==> config.mk <==
export PLATFORM = sky130hd
export DESIGN_NAME = fetch_unit_flat
export DESIGN_NICKNAME = d
export VERILOG_FILES = /design/src/rtl/fetch_pkg.sv /design/src/rtl/fetch_if.sv /design/src/rtl/fetch_skid_buf.sv /design/src/rtl/fetch_unit.sv /design/src/flat_wrapper.sv
export SDC_FILE = /design/constraint.sdc
export NUM_CORES = 1
export LEC_CHECK = 0
export CAP_MARGIN = 20
export CORE_MARGIN = 2
export CORE_UTILIZATION = 45
export DETAILED_ROUTE_END_ITERATION = 16
export HOLD_SLACK_MARGIN = 0.02
export PLACE_DENSITY = 0.75
export SLEW_MARGIN = 0
export SYNTH_ARGS = -nofsm -noshare
export SYNTH_HDL_FRONTEND = slang
export SYNTH_SLANG_ARGS = --single-unit
export TNS_END_PERCENT = 5
==> constraint.sdc <==
create_clock -name clk_i -period 2.1 [get_ports clk_i]
set_input_delay 0.315 -clock clk_i [delete_from_list [all_inputs] [get_ports clk_i]]
set_output_delay 0.315 -clock clk_i [all_outputs]
set_load 0.05 [all_outputs]
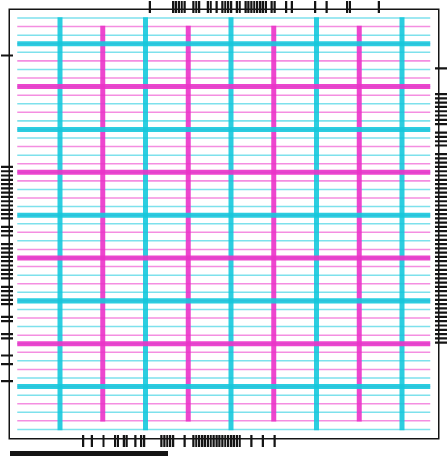
run_1/power_grid.png
Scale bar: 50 um. Pins as bars on the die edge.
[magenta] VDD
[cyan] VSS
met5 straps: 9
met4 straps: 9
rows: 48
met1 rails: 49
signal pins: 167
die height: 136 um
Core Region: 0.0171 mm2
horizontal die dimension: 136 um
IR Drop Worst-Case VDD: 0.000600 V

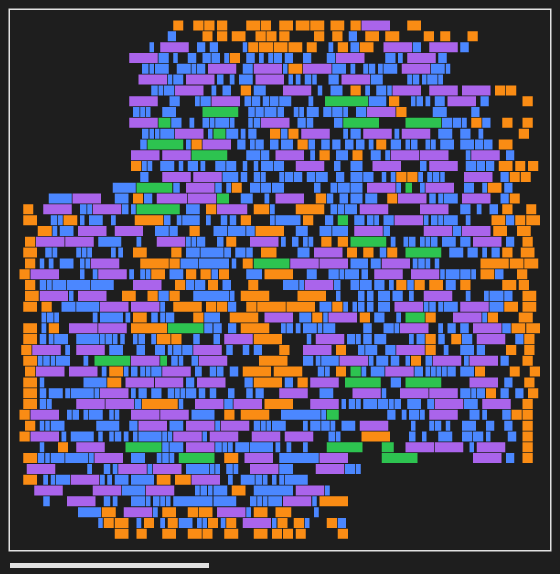
run_1/placement_by_type.png
Scale bar: 50 um.
[orange] remaining buffers and delay cells | cells: 240
[blue] combinational and other logic | cells: 691
[purple] sequential cells | cells: 165
[green] clock drivers and dummy loads | cells: 29
register share of the cell area: 0.307
final cell area excluding filler cells: 0.0108 mm2
post-layout util: 0.630
Core Rows: 48

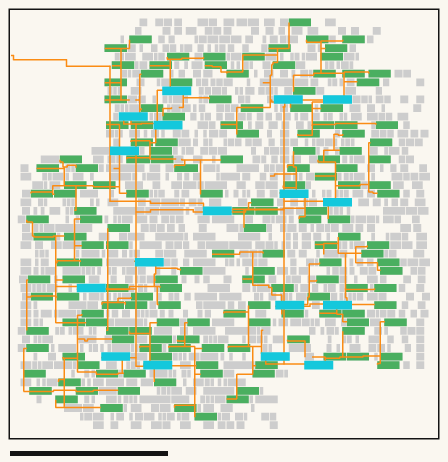
run_1/clk_routes.png
Scale bar: 50 um.
[green] flip-flops | count: 165
[cyan] clock drivers | count: 17
[orange] clock wires | length: 1860 um
flops lie: all over the die
fraction of power consumed by the clock network: 0.424
Clock Skew: 7.53 ps

==> metrics.sh, run 1 <==
AOI_SHARE=0.174
CELLINTERNALPOWER_uW=5340
TIMING.CRITICAL_PATH.SLOWEST_CELL_DELAY_PS=470
SEQ_CELL_POWER_uW=3240
RUN_STATUS='complete, but fails checks'
TOPROUTINGLAYERUSED='met4'
FINISH.NET_COUNT=1189
FIN_CRIT_PS=2130
N_ANTENNA_CELL=0
VIOLATIONS='negative setup slack'
CAP_VIOLATIONS=0
FLOP2FLOP_SETUP_SLACK_PS=-30
SYNTHESIS.NETS=1006
USE_MET2=0.363
CTS-BUFFERS-INSERTED=17
FIRST_PASS_GRT_WIRE_LENGTH_MM=33.6
PLACE.DETAILED.INSTANCES=1316
GR-TOTAL-OVERFLOW=0
FILLERINSTANCES=1473
TIMING.FINAL.WS_SETUP_PS=-29.6
FIN_CRIT_SH=1.01
POWER.LARGEST_GROUP='sequential cells'
SYNTH-AREA-YOSYS_MM2=0.00782
ASYNCSETRESETFLOPFRACSYNTH=0
DIE-AREA_MM2=0.0184
FINAL-NONCLK-BUF-SHARE=0.213
MAX_CLOCK_FREQ_MHz=470
CTS.CLK_SLEW.WORST_PATHS_PS=60
SYNTH.LARGEST_AREA_CELL='sky130_fd_sc_hd__dfxtp_1'
MULTIINPUTCOMBCELLCOUNT=658
ROUTE.DETAILED.VIAS_PER_INST=5.31
CTSHTREEMAXLEVEL=4
VIAS=7175
FINAL.HOLD.WORST_SLACK_PS=270
YS_DOMINANT_REG_CELL='sky130_fd_sc_hd__dfxtp_1'
SYNTH_CELL_TYPE_COUNT=51
PATH_BUFFERS=2
NETLIST.TOP_CELL.BY_INSTANCES='sky130_fd_sc_hd__dfxtp_1'
FF2FF_PATH_DEPTH=7
DPL_CELL_AREA_MM2=0.0100
SETUP_VIOL=8
FLOORPLAN.CORE_UTIL=0.457
GRT.MET1_USAGE=0.304
POSTSYNTHAREAPERCELL_UM2=8.39
==> run 2, diff against run 1 <==
ABC_CLOCK_PERIOD_IN_PS = 2100   (was unset)
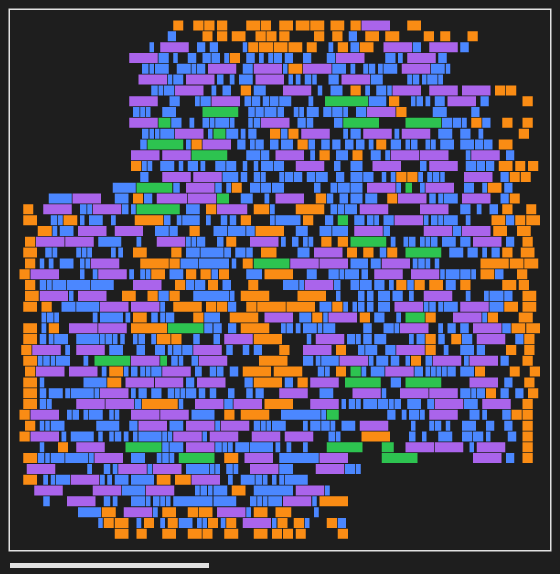
run_2/placement_by_type.png
Scale bar: 50 um.
[blue] combinational and other logic | cells: 691
[orange] remaining buffers and delay cells | cells: 240
[purple] sequential cells | cells: 165
[green] clock drivers and dummy loads | cells: 29

==> metrics.sh, run 2 <==
RUN_STATUS='complete, but fails checks'
VIOLATIONS='negative setup slack'
POWER.LARGEST_GROUP='sequential cells'
SETUP_VIOL=8
VDD_DROP_MAX_V=0.000600
DIE_X_UM=136
AOI_SHARE=0.174
FIRST_PASS_GRT_WIRE_LENGTH_MM=33.6
FINAL_CORE_UTIL=0.630
FLOP2FLOP_SETUP_SLACK_PS=-30
ASYNCSETRESETFLOPFRACSYNTH=0
PATH_BUFFERS=2
SYNTH-AREA-YOSYS_MM2=0.00782
DPL_CELL_AREA_MM2=0.0100
FF2FF_PATH_DEPTH=7
MAX_CLOCK_FREQ_MHz=470
SYNTHESIS.NETS=1006
SEQ_CELL_POWER_uW=3240
CTSHTREEMAXLEVEL=4
PLACE.DETAILED.INSTANCES=1316
TIMING.FINAL.WS_SETUP_PS=-29.6
NETLIST.TOP_CELL.BY_INSTANCES='sky130_fd_sc_hd__dfxtp_1'
TOPROUTINGLAYERUSED='met4'
GRT.MET1_USAGE=0.304
CTS-BUFFERS-INSERTED=17
POSTSYNTHAREAPERCELL_UM2=8.39
FINAL-NONCLK-BUF-SHARE=0.213
NUM_ROWS=48
SHARE_CLK_OF_TOTAL_POWER=0.424
USE_MET2=0.363
FLOORPLAN.CORE_UTIL=0.457
N_ANTENNA_CELL=0
VIAS=7175
SYNTH.LARGEST_AREA_CELL='sky130_fd_sc_hd__dfxtp_1'
ROUTE.DETAILED.VIAS_PER_INST=5.31
TIMING.CRITICAL_PATH.SLOWEST_CELL_DELAY_PS=470
Power and IR drop assume default switching activity.
